===== src/rtl/axi_lite_cmd_master_pkg.sv =====
// Shared AXI4-Lite types for the command-driven master.
// Response codes plus default-width command/response bundles.
package axi_lite_pkg;

  typedef enum logic [1:0] {
    RESP_OKAY   = 2'b00,
    RESP_EXOKAY = 2'b01,
    RESP_SLVERR = 2'b10,
    RESP_DECERR = 2'b11
  } resp_t;

  localparam int MAX_ADDR_W = 64;
  localparam int MAX_DATA_W = 64;

  typedef struct packed {
    logic                    write;
    logic [MAX_ADDR_W-1:0]   addr;
    logic [MAX_DATA_W-1:0]   wdata;
    logic [MAX_DATA_W/8-1:0] wstrb;
  } cmd_t;

  typedef struct packed {
    logic                  write;
    logic [MAX_DATA_W-1:0] rdata;
    resp_t                 resp;
    logic                  timeout;
  } rsp_t;

  function automatic int strb_w(input int data_w);
    return data_w / 8;
  endfunction

  function automatic logic resp_is_err(input resp_t r);
    return r[1];
  endfunction

endpackage


===== src/rtl/axi_lite_cmd_master_if.sv =====
// AXI4-Lite bus bundle (AW/W/B/AR/R) with master/slave views.
// Widths follow the attached master's ADDR_W/DATA_W.
interface axi_lite_if #(
  parameter int ADDR_W = 32,
  parameter int DATA_W = 32
);
  localparam int STRB_W = DATA_W / 8;

  logic              awvalid;
  logic              awready;
  logic [ADDR_W-1:0] awaddr;
  logic              wvalid;
  logic              wready;
  logic [DATA_W-1:0] wdata;
  logic [STRB_W-1:0] wstrb;
  logic              bvalid;
  logic              bready;
  logic [1:0]        bresp;
  logic              arvalid;
  logic              arready;
  logic [ADDR_W-1:0] araddr;
  logic              rvalid;
  logic              rready;
  logic [DATA_W-1:0] rdata;
  logic [1:0]        rresp;

  modport master (
    output awvalid, awaddr,
    output wvalid, wdata, wstrb,
    output bready,
    output arvalid, araddr,
    output rready,
    input  awready, wready,
    input  bvalid, bresp,
    input  arready,
    input  rvalid, rdata, rresp
  );

  modport slave (
    input  awvalid, awaddr,
    input  wvalid, wdata, wstrb,
    input  bready,
    input  arvalid, araddr,
    input  rready,
    output awready, wready,
    output bvalid, bresp,
    output arready,
    output rvalid, rdata, rresp
  );

endinterface


===== src/rtl/axi_lite_cmd_master.sv =====
// AXI4-Lite master executing one read/write per valid/ready command,
// with response timeout and a sticky error state left only by reset.
module axi_lite_cmd_master
  import axi_lite_pkg::*;
#(
  parameter int ADDR_W  = 32,
  parameter int DATA_W  = 32,
  parameter int TIMEOUT = 256
) (
  input  logic                  aclk,
  input  logic                  areset,
  input  logic                  cmd_valid,
  output logic                  cmd_ready,
  input  logic                  cmd_write,
  input  logic [ADDR_W-1:0]     cmd_addr,
  input  logic [DATA_W-1:0]     cmd_wdata,
  input  logic [DATA_W/8-1:0]   cmd_wstrb,
  output logic                  rsp_valid,
  input  logic                  rsp_ready,
  output logic                  rsp_write,
  output logic [DATA_W-1:0]     rsp_rdata,
  output logic [1:0]            rsp_resp,
  output logic                  rsp_timeout,
  output logic                  err_sticky,
  axi_lite_if.master            m_axi_lite
);

  localparam int STRB_W = strb_w(DATA_W);
  localparam bit TO_EN  = (TIMEOUT > 0);
  localparam int CNT_W  = TO_EN ? $clog2(TIMEOUT + 1) : 1;
  localparam logic [CNT_W-1:0] TO_LAST =
    TO_EN ? CNT_W'(TIMEOUT - 1) : '0;

  typedef enum logic [2:0] {
    S_IDLE,
    S_RADDR,
    S_RDATA,
    S_WREQ,
    S_WRESP,
    S_RSP,
    S_ERR
  } state_t;

  state_t              r_state;
  logic                r_cmd_ready;
  logic                r_arvalid;
  logic [ADDR_W-1:0]   r_araddr;
  logic                r_rready;
  logic                r_awvalid;
  logic [ADDR_W-1:0]   r_awaddr;
  logic                r_wvalid;
  logic [DATA_W-1:0]   r_wdata;
  logic [STRB_W-1:0]   r_wstrb;
  logic                r_bready;
  logic                r_aw_done;
  logic                r_w_done;
  logic [CNT_W-1:0]    r_cnt;
  logic                r_rsp_valid;
  logic                r_rsp_write;
  logic [DATA_W-1:0]   r_rsp_rdata;
  logic [1:0]          r_rsp_resp;
  logic                r_rsp_timeout;
  logic                r_err;

  logic w_aw_hs;
  logic w_w_hs;
  logic w_aw_fin;
  logic w_w_fin;
  logic w_to_hit;

  assign w_aw_hs  = r_awvalid & m_axi_lite.awready;
  assign w_w_hs   = r_wvalid & m_axi_lite.wready;
  assign w_aw_fin = r_aw_done | w_aw_hs;
  assign w_w_fin  = r_w_done | w_w_hs;
  assign w_to_hit = TO_EN && (r_cnt == TO_LAST);

  always_ff @(posedge aclk) begin
    if (areset) begin
      r_state       <= S_IDLE;
      r_cmd_ready   <= 1'b1;
      r_arvalid     <= 1'b0;
      r_araddr      <= '0;
      r_rready      <= 1'b0;
      r_awvalid     <= 1'b0;
      r_awaddr      <= '0;
      r_wvalid      <= 1'b0;
      r_wdata       <= '0;
      r_wstrb       <= '0;
      r_bready      <= 1'b0;
      r_aw_done     <= 1'b0;
      r_w_done      <= 1'b0;
      r_cnt         <= '0;
      r_rsp_valid   <= 1'b0;
      r_rsp_write   <= 1'b0;
      r_rsp_rdata   <= '0;
      r_rsp_resp    <= '0;
      r_rsp_timeout <= 1'b0;
      r_err         <= 1'b0;
    end else begin
      unique case (r_state)
        S_IDLE: begin
          if (cmd_valid) begin
            r_cmd_ready <= 1'b0;
            if (cmd_write) begin
              r_state   <= S_WREQ;
              r_awvalid <= 1'b1;
              r_awaddr  <= cmd_addr;
              r_wvalid  <= 1'b1;
              r_wdata   <= cmd_wdata;
              r_wstrb   <= cmd_wstrb;
              r_aw_done <= 1'b0;
              r_w_done  <= 1'b0;
            end else begin
              r_state   <= S_RADDR;
              r_arvalid <= 1'b1;
              r_araddr  <= cmd_addr;
            end
          end
        end
        S_RADDR: begin
          if (m_axi_lite.arready) begin
            r_arvalid <= 1'b0;
            r_araddr  <= '0;
            r_rready  <= 1'b1;
            r_cnt     <= '0;
            r_state   <= S_RDATA;
          end
        end
        S_RDATA: begin
          // A beat on the last counted cycle still beats the timeout.
          if (m_axi_lite.rvalid) begin
            r_rready      <= 1'b0;
            r_rsp_valid   <= 1'b1;
            r_rsp_write   <= 1'b0;
            r_rsp_rdata   <= m_axi_lite.rdata;
            r_rsp_resp    <= m_axi_lite.rresp;
            r_rsp_timeout <= 1'b0;
            r_state       <= S_RSP;
          end else if (w_to_hit) begin
            r_rready      <= 1'b0;
            r_rsp_valid   <= 1'b1;
            r_rsp_write   <= 1'b0;
            r_rsp_rdata   <= '0;
            r_rsp_resp    <= RESP_SLVERR;
            r_rsp_timeout <= 1'b1;
            r_err         <= 1'b1;
            r_state       <= S_RSP;
          end else begin
            r_cnt <= r_cnt + 1'b1;
          end
        end
        S_WREQ: begin
          if (w_aw_hs) begin
            r_awvalid <= 1'b0;
            r_awaddr  <= '0;
            r_aw_done <= 1'b1;
          end
          if (w_w_hs) begin
            r_wvalid <= 1'b0;
            r_wdata  <= '0;
            r_wstrb  <= '0;
            r_w_done <= 1'b1;
          end
          if (w_aw_fin && w_w_fin) begin
            r_bready <= 1'b1;
            r_cnt    <= '0;
            r_state  <= S_WRESP;
          end
        end
        S_WRESP: begin
          if (m_axi_lite.bvalid) begin
            r_bready      <= 1'b0;
            r_rsp_valid   <= 1'b1;
            r_rsp_write   <= 1'b1;
            r_rsp_rdata   <= '0;
            r_rsp_resp    <= m_axi_lite.bresp;
            r_rsp_timeout <= 1'b0;
            r_state       <= S_RSP;
          end else if (w_to_hit) begin
            r_bready      <= 1'b0;
            r_rsp_valid   <= 1'b1;
            r_rsp_write   <= 1'b1;
            r_rsp_rdata   <= '0;
            r_rsp_resp    <= RESP_SLVERR;
            r_rsp_timeout <= 1'b1;
            r_err         <= 1'b1;
            r_state       <= S_RSP;
          end else begin
            r_cnt <= r_cnt + 1'b1;
          end
        end
        S_RSP: begin
          if (rsp_ready) begin
            r_rsp_valid   <= 1'b0;
            r_rsp_write   <= 1'b0;
            r_rsp_rdata   <= '0;
            r_rsp_resp    <= '0;
            r_rsp_timeout <= 1'b0;
            // Late beats from a timed-out slave are soaked up in ERR.
            if (r_err) begin
              r_state  <= S_ERR;
              r_rready <= 1'b1;
              r_bready <= 1'b1;
            end else begin
              r_state     <= S_IDLE;
              r_cmd_ready <= 1'b1;
            end
          end
        end
        S_ERR: begin
          r_state <= S_ERR;
        end
        default: begin
          r_state     <= S_IDLE;
          r_cmd_ready <= 1'b1;
        end
      endcase
    end
  end

  assign cmd_ready   = r_cmd_ready;
  assign rsp_valid   = r_rsp_valid;
  assign rsp_write   = r_rsp_write;
  assign rsp_rdata   = r_rsp_rdata;
  assign rsp_resp    = r_rsp_resp;
  assign rsp_timeout = r_rsp_timeout;
  assign err_sticky  = r_err;

  assign m_axi_lite.arvalid = r_arvalid;
  assign m_axi_lite.araddr  = r_araddr;
  assign m_axi_lite.rready  = r_rready;
  assign m_axi_lite.awvalid = r_awvalid;
  assign m_axi_lite.awaddr  = r_awaddr;
  assign m_axi_lite.wvalid  = r_wvalid;
  assign m_axi_lite.wdata   = r_wdata;
  assign m_axi_lite.wstrb   = r_wstrb;
  assign m_axi_lite.bready  = r_bready;

endmodule


===== src/flat_wrapper.sv =====
// flat-port wrapper written by rule: the top's interface ports become plain ports
module axi_lite_cmd_master_flat import axi_lite_pkg::*;
#(
  parameter int ADDR_W  = 32,
  parameter int DATA_W  = 32,
  parameter int TIMEOUT = 256
)
  (aclk, areset, cmd_valid, cmd_ready, cmd_write, cmd_addr, cmd_wdata, cmd_wstrb, rsp_valid, rsp_ready, rsp_write, rsp_rdata, rsp_resp, rsp_timeout, err_sticky, m_axi_lite_awvalid, m_axi_lite_awaddr, m_axi_lite_wvalid, m_axi_lite_wdata, m_axi_lite_wstrb, m_axi_lite_bready, m_axi_lite_arvalid, m_axi_lite_araddr, m_axi_lite_rready, m_axi_lite_awready, m_axi_lite_wready, m_axi_lite_bvalid, m_axi_lite_bresp, m_axi_lite_arready, m_axi_lite_rvalid, m_axi_lite_rdata, m_axi_lite_rresp);
  axi_lite_if #(.ADDR_W(ADDR_W), .DATA_W(DATA_W)) m_axi_lite_i ();
  input  logic aclk;
  input  logic areset;
  input  logic cmd_valid;
  output logic cmd_ready;
  input  logic cmd_write;
  input  logic [ADDR_W-1:0] cmd_addr;
  input  logic [DATA_W-1:0] cmd_wdata;
  input  logic [DATA_W/8-1:0] cmd_wstrb;
  output logic rsp_valid;
  input  logic rsp_ready;
  output logic rsp_write;
  output logic [DATA_W-1:0] rsp_rdata;
  output logic [1:0] rsp_resp;
  output logic rsp_timeout;
  output logic err_sticky;
  output wire logic [$bits(m_axi_lite_i.awvalid)-1:0] m_axi_lite_awvalid;
  output wire logic [$bits(m_axi_lite_i.awaddr)-1:0] m_axi_lite_awaddr;
  output wire logic [$bits(m_axi_lite_i.wvalid)-1:0] m_axi_lite_wvalid;
  output wire logic [$bits(m_axi_lite_i.wdata)-1:0] m_axi_lite_wdata;
  output wire logic [$bits(m_axi_lite_i.wstrb)-1:0] m_axi_lite_wstrb;
  output wire logic [$bits(m_axi_lite_i.bready)-1:0] m_axi_lite_bready;
  output wire logic [$bits(m_axi_lite_i.arvalid)-1:0] m_axi_lite_arvalid;
  output wire logic [$bits(m_axi_lite_i.araddr)-1:0] m_axi_lite_araddr;
  output wire logic [$bits(m_axi_lite_i.rready)-1:0] m_axi_lite_rready;
  input wire logic [$bits(m_axi_lite_i.awready)-1:0] m_axi_lite_awready;
  input wire logic [$bits(m_axi_lite_i.wready)-1:0] m_axi_lite_wready;
  input wire logic [$bits(m_axi_lite_i.bvalid)-1:0] m_axi_lite_bvalid;
  input wire logic [$bits(m_axi_lite_i.bresp)-1:0] m_axi_lite_bresp;
  input wire logic [$bits(m_axi_lite_i.arready)-1:0] m_axi_lite_arready;
  input wire logic [$bits(m_axi_lite_i.rvalid)-1:0] m_axi_lite_rvalid;
  input wire logic [$bits(m_axi_lite_i.rdata)-1:0] m_axi_lite_rdata;
  input wire logic [$bits(m_axi_lite_i.rresp)-1:0] m_axi_lite_rresp;
  assign m_axi_lite_awvalid = m_axi_lite_i.awvalid;
  assign m_axi_lite_awaddr = m_axi_lite_i.awaddr;
  assign m_axi_lite_wvalid = m_axi_lite_i.wvalid;
  assign m_axi_lite_wdata = m_axi_lite_i.wdata;
  assign m_axi_lite_wstrb = m_axi_lite_i.wstrb;
  assign m_axi_lite_bready = m_axi_lite_i.bready;
  assign m_axi_lite_arvalid = m_axi_lite_i.arvalid;
  assign m_axi_lite_araddr = m_axi_lite_i.araddr;
  assign m_axi_lite_rready = m_axi_lite_i.rready;
  assign m_axi_lite_i.awready = m_axi_lite_awready;
  assign m_axi_lite_i.wready = m_axi_lite_wready;
  assign m_axi_lite_i.bvalid = m_axi_lite_bvalid;
  assign m_axi_lite_i.bresp = m_axi_lite_bresp;
  assign m_axi_lite_i.arready = m_axi_lite_arready;
  assign m_axi_lite_i.rvalid = m_axi_lite_rvalid;
  assign m_axi_lite_i.rdata = m_axi_lite_rdata;
  assign m_axi_lite_i.rresp = m_axi_lite_rresp;
  axi_lite_cmd_master #(.ADDR_W(ADDR_W), .DATA_W(DATA_W), .TIMEOUT(TIMEOUT)) u_core (.aclk(aclk), .areset(areset), .cmd_valid(cmd_valid), .cmd_ready(cmd_ready), .cmd_write(cmd_write), .cmd_addr(cmd_addr), .cmd_wdata(cmd_wdata), .cmd_wstrb(cmd_wstrb), .rsp_valid(rsp_valid), .rsp_ready(rsp_ready), .rsp_write(rsp_write), .rsp_rdata(rsp_rdata), .rsp_resp(rsp_resp), .rsp_timeout(rsp_timeout), .err_sticky(err_sticky), .m_axi_lite(m_axi_lite_i));
endmodule

===== config.mk =====
export PLATFORM = sky130hd
export DESIGN_NAME = axi_lite_cmd_master_flat
export DESIGN_NICKNAME = d
export VERILOG_FILES = /design/src/rtl/axi_lite_cmd_master_pkg.sv /design/src/rtl/axi_lite_cmd_master_if.sv /design/src/rtl/axi_lite_cmd_master.sv /design/src/flat_wrapper.sv
export SDC_FILE = /design/constraint.sdc
export NUM_CORES = 1
export LEC_CHECK = 0
export ABC_AREA = 1
export CELL_PAD_IN_SITES_DETAIL_PLACEMENT = 1
export CELL_PAD_IN_SITES_GLOBAL_PLACEMENT = 2
export CORE_MARGIN = 2
export CORE_UTILIZATION = 23
export DETAILED_ROUTE_END_ITERATION = 8
export GPL_ROUTABILITY_DRIVEN = 0
export GPL_TIMING_DRIVEN = 0
export PLACE_DENSITY = 0.77
export SETUP_SLACK_MARGIN = 0.5
export SLEW_MARGIN = 20
export SYNTH_ARGS = -nofsm -noshare
export SYNTH_HDL_FRONTEND = slang
export SYNTH_SLANG_ARGS = --single-unit

===== constraint.sdc =====
create_clock -name aclk -period 2.4 [get_ports aclk]
set_input_delay 0.36 -clock aclk [delete_from_list [all_inputs] [get_ports aclk]]
set_output_delay 0.36 -clock aclk [all_outputs]
set_load 0.005 [all_outputs]

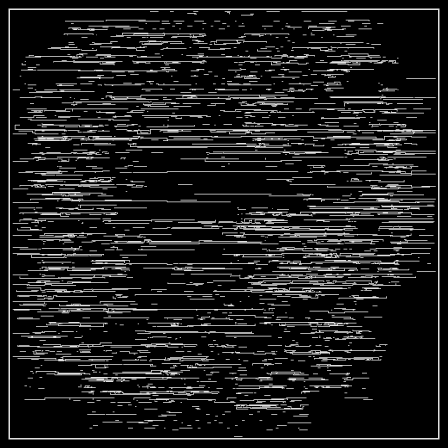
Figure 1: the metal 1 layer.
The longest straight run is 75.4 um. The layer carries 12300 um of wire. The layer holds 46% of the routed length. 1116 nets have wire on it. The wires run mostly horizontal.

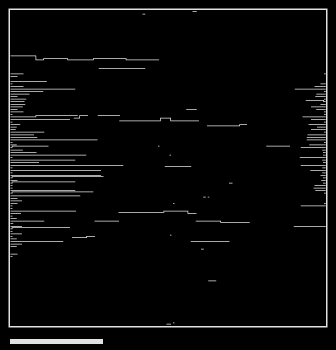
Figure 2: the metal 3 layer.
Bar = 50 um.
129 nets have wire on it. The longest straight run is 60.0 um. The wires run mostly horizontal.

==> notes.org <==
#+TITLE: Synthesis and PnR summary

** Clock tree
- CTS saw 158 sinks.
- After clock tree synthesis, the repair step resized 54 gates.
- Buffer type at the clock tree root :: clkbuf_16
- Clock latency at the later pin of the worst-skew pair :: 430 ps
- In this run the number of H-tree levels came out at 4.
- The CTS report gives the tree buffer count as 17.
- Hold_buf cts :: 0
- TritonCTS built the clock tree.
- The clock passes through at most 2 buffers.
- Per the post-CTS timing run, clock transition at the registers of the reported paths is 70 ps.
- Setup Buffers After CTS :: 11

** Floorplan
- The total area inside the core boundary comes to roughly 27000 sq um.
- From bottom edge to top edge, the die measures ~170 um.
- Die X :: 169.1 um
- Core Density at Floorplan :: between 20% and 30%
- Placement row count :: 60
- For this design the top-level I/O count stands at ~260.
- DIE AREA :: 28600 sq um

** Status
- The run finished with clean final reports.

** STA
- Worst hold margin :: 459.1 ps
- Static timing analysis puts the maximum clock frequency at 503.9 MHz.
- Endpoints with negative setup slack in the final report add up to 0.
- Setup repair after global routing missed its margin :: yes
- Adding up every negative setup slack in the final design gives 0 ps.
- Slew at the pin closest to its max-slew limit :: 756.2 ps
- Setup slack closes at 415.4 ps.
- Final Hold Viols :: 0
- Max-slew check failures listed in the final report amount to 0.
- Headroom to the max-slew limit :: between 40% and 50%
- Final critical delay including setup and external delays :: 1985 ps
- In the finished design, the share of the clock period the worst path needs comes to 82.69%.
- Final clock skew :: 15.86 ps

** Yosys
- Area fraction in full adders, half adders and majority gates :: 0.3991%
- AND-OR/OR-AND Cells, Area Fraction :: 13.63%
- Dominant kind of combinational cell :: simple AND/OR/NAND/NOR gates
- Synthesis area per yosys :: roughly 6300 sq um
- Synth area leader :: dfxtp_1
- For reference, the mux area share after synthesis is 0%.
- XOR/XNOR Fraction of Synth Area :: 0.5588%
- Per the synthesis report, the simple-gate share of the synthesized area is 28.78%.
- # Cells Yosys :: slightly above 800
- Mapped cell area :: 6270 sq um
- Cells taking the most area after synthesis :: dfxtp_1 50%, nand2_1 14%, a21oi_1 12%
- Net count after synthesis :: 928
- Fraction of the yosys area taken by sequential cells :: 50.45%
- Synthesized area per cell :: 7.721 sq um
- The share of synthesized area in the top cell type comes to a little over 50%.
- Distinct lib cells used :: 27
- The synthesis report lists the Yosys warning total as 0.
- Synthesis produced 812 cells.
- Per the synth log, the flip-flop and latch total comes to 158.

** GRT
- The global routing report lists combined usage of all routing layers as between 10% and 20%.
- The number of global-route vias before repair is 7113.
- Entering global routing, the biggest net connects 17 pins.
- Grt total ovfl :: 0
- Number of antenna violations at the first check in global routing :: 2
- The first global-routing pass estimated 40720 um of wire.

** Setup path
- Most common cell on crit path :: nand3_4
- CP max stage cell :: dfxtp_4
- In this run the critical path is formed by ha_4 -> nand3_4 -> nor2_2 -> nand2_1 -> nor2_1 -> ha_2 -> inv_4 -> nand3_4 -> nand3_4 -> clkbuf_16 -> nand2_2 -> a21oi_2.
- The most critical setup path has its startpoint at u_core.r_cnt[0].
- Crit Path Class :: reg2reg
- Critical path data required time :: 2700 ps
- Data on the critical path arrives at its endpoint at 2280 ps.
- The worst setup path is launched from a flip-flop.
- Critical R2R Launch :: u_core.r_cnt[0]
- The worst setup path is captured at a flip-flop.
- Slowest Stage Delay on Critical Path :: 370 ps
- The number of buffers and inverters on the critical path is 2.
- STA lists the maximum fanout along the critical path as 5.
- Crit path max-delay family :: simple AND/OR/NAND/NOR gates

** Route
- Average wire length per cell after detail routing :: 18.43 um
- Before antenna repair, the detailed router went through 4 iterations.
- Once detail routing completed, the nets flagged for antenna violations numbered 0.
- DRC violations left :: 0
- In this run, the number of DRC markers left after iteration 0 of detailed routing was ~240.
- For this run, the detailed router reports a per-instance via density of 4.634.
- The routed layout has 6757 vias.
- Total Routed Length :: 26870 um

** Layout
- Ratio of cells with drive above 1 in the final layout :: between 10 and 15%
- Cell Count, Final, Fillers Out :: between 1000 and 1500
- Final Core Density :: 38.50%
- Area grow syn2layout :: 65.04%
- Number of nets in the layout :: 1220
- Once layout is done, the placed cells without fillers occupy 10350 sq um.

** Placement
- The count of buffers added on input and output ports is 256.
- Area after DPL :: 9268 sq um
- Pre-CTS setup slack :: about 4.1 ps
- Including well taps, the total number of placed cells is 1409.
- After legalization and detailed placement, the total HPWL measured 19260 um.

** Min path
- Hold Path Origin :: u_core.rsp_rdata[3]
- The type recorded for the worst min-delay path is reg2reg.

** Job
- The run reported a max-capacitance violation count of 0.
- In this run the tools logged warnings totalling 28.

** Power
- Maximum ir drop on the vdd rail :: 0.0004224 V
- The final power report lists total power as 0.01224 W.
- Summed over all cells, the static leakage comes to 3.651 nW.
- Per the summary, power density relative to cell area is 1183 nW/um^2.
[path summary, 6_finish.rpt]
check | to | slack [ps] | depth (start not counted)
setup reg to reg | u_core.rsp_rdata[14] | 420 | 12
hold reg to reg | u_core.rsp_rdata[3] | 460 | 2
hold / removal | u_core.rsp_rdata[3] | 460 | 2
setup / recovery | u_core.rsp_rdata[14] | 420 | 12
[area by class of cell]
| type | count | area (sq um) |
|---|---|---|
| repair buffers | 272 | 2740 |
| flip-flops and latches | 158 | 3173 |
| diodes | 1 | 2.502 |
| well taps | 341 | 426.7 |
| plain buffers | 61 | 335.3 |
| fillers | 3230 | 16530 |
| clock buffers | 18 | 429.2 |
| multi-input cells | 569 | 2989 |
| inverters | 25 | 96.34 |
| clock inverters | 13 | 155.1 |
[synth_stat cells (all sizes together)]
| library cell | count |
|---|---|
| o21ai | 9 |
| clkbuf | 35 |
| nand4 | 72 |
| a21oi | 156 |
| inv | 25 |
| o21bai | 1 |
| o211ai | 1 |
| a31oi | 1 |
| ha | 2 |
| nand3 | 55 |
| xor2 | 2 |
| xnor2 | 2 |
| buf | 26 |
| dfxtp | 158 |
| nor2 | 28 |
| nand2 | 239 |
[where the power goes]
group	leakage [nW]	total [W]	internal [W]	switching, W
logic	2.09	0.00571	0.00257	0.00314
registers	1.29	0.00374	0.00333	0.000417
clock network	0.269	0.00279	0.00155	0.00123
[sequential cells by signal, indices dropped and copies added, names as in the netlist, 2 cells and up]
signal,count
u_core.rsp_resp,2
u_core.r_cnt,9
u_core.m_axi_lite.wstrb,4
u_core.m_axi_lite.awaddr,32
u_core.m_axi_lite.araddr,32
u_core.m_axi_lite.wdata,32
u_core.rsp_rdata,32
u_core.r_state,3
[kinds of logic after synthesis]
family / count (synthesis)
fa+ha+maj: 2
buf+inv: 86
flops: 158
simple gates: 394
xor+xnor: 4
compound gates: 168
[worst reg2reg max path: stages, from the launching register on]
cell       delay [ps]
dfxtp_4           370
ha_4              150
nand3_4            80
nor2_2             90
nand2_1            70
nor2_1            100
ha_2              240
inv_4              70
nand3_4           130
nand3_4           210
clkbuf_16         250
nand2_2            60
a21oi_2            50
[cells in the final DEF, fill, tap and decap left out, types with 2 or more instances in the layout]
master,Yosys,final
nand3_4,0,4
clkdlybuf4s50_1,0,256
inv_1,20,19
buf_2,10,7
bufinv_16,0,2
buf_1,4,3
nor2_2,2,5
clkinvlp_4,0,5
dfxtp_4,0,2
xnor2_1,2,2
dfxtp_2,0,2
a21oi_1,156,138
clkbuf_16,0,18
o21ai_1,0,2
clkbuf_4,0,2
nand2_1,232,202
inv_6,0,3
a21oi_2,0,18
buf_4,10,18
clkbuf_1,35,28
inv_2,5,5
nand2_4,2,9
nand4_1,72,72
xor2_1,2,2
buf_6,2,6
clkbuf_2,0,9
buf_8,0,2
nor2_4,3,4
dfxtp_1,158,154
o21ai_0,7,5
nor2_1,22,18
inv_8,0,2
nand2_2,5,28
nand3_1,54,51
[metal layers]
layer | vias to the layer above | global-route usage, % | part of all wire [%]
li1 | 3347 | - | -
met1 | 3234 | 23.19 | 46
met2 | 157 | 30.26 | 47
met3 | 19 | 6.056 | 5.9
met4 | 0 | 3.939 | 1.5
met5 | - | 0 | 0
No activity file was given, so power comes from the tool's default toggle rates.
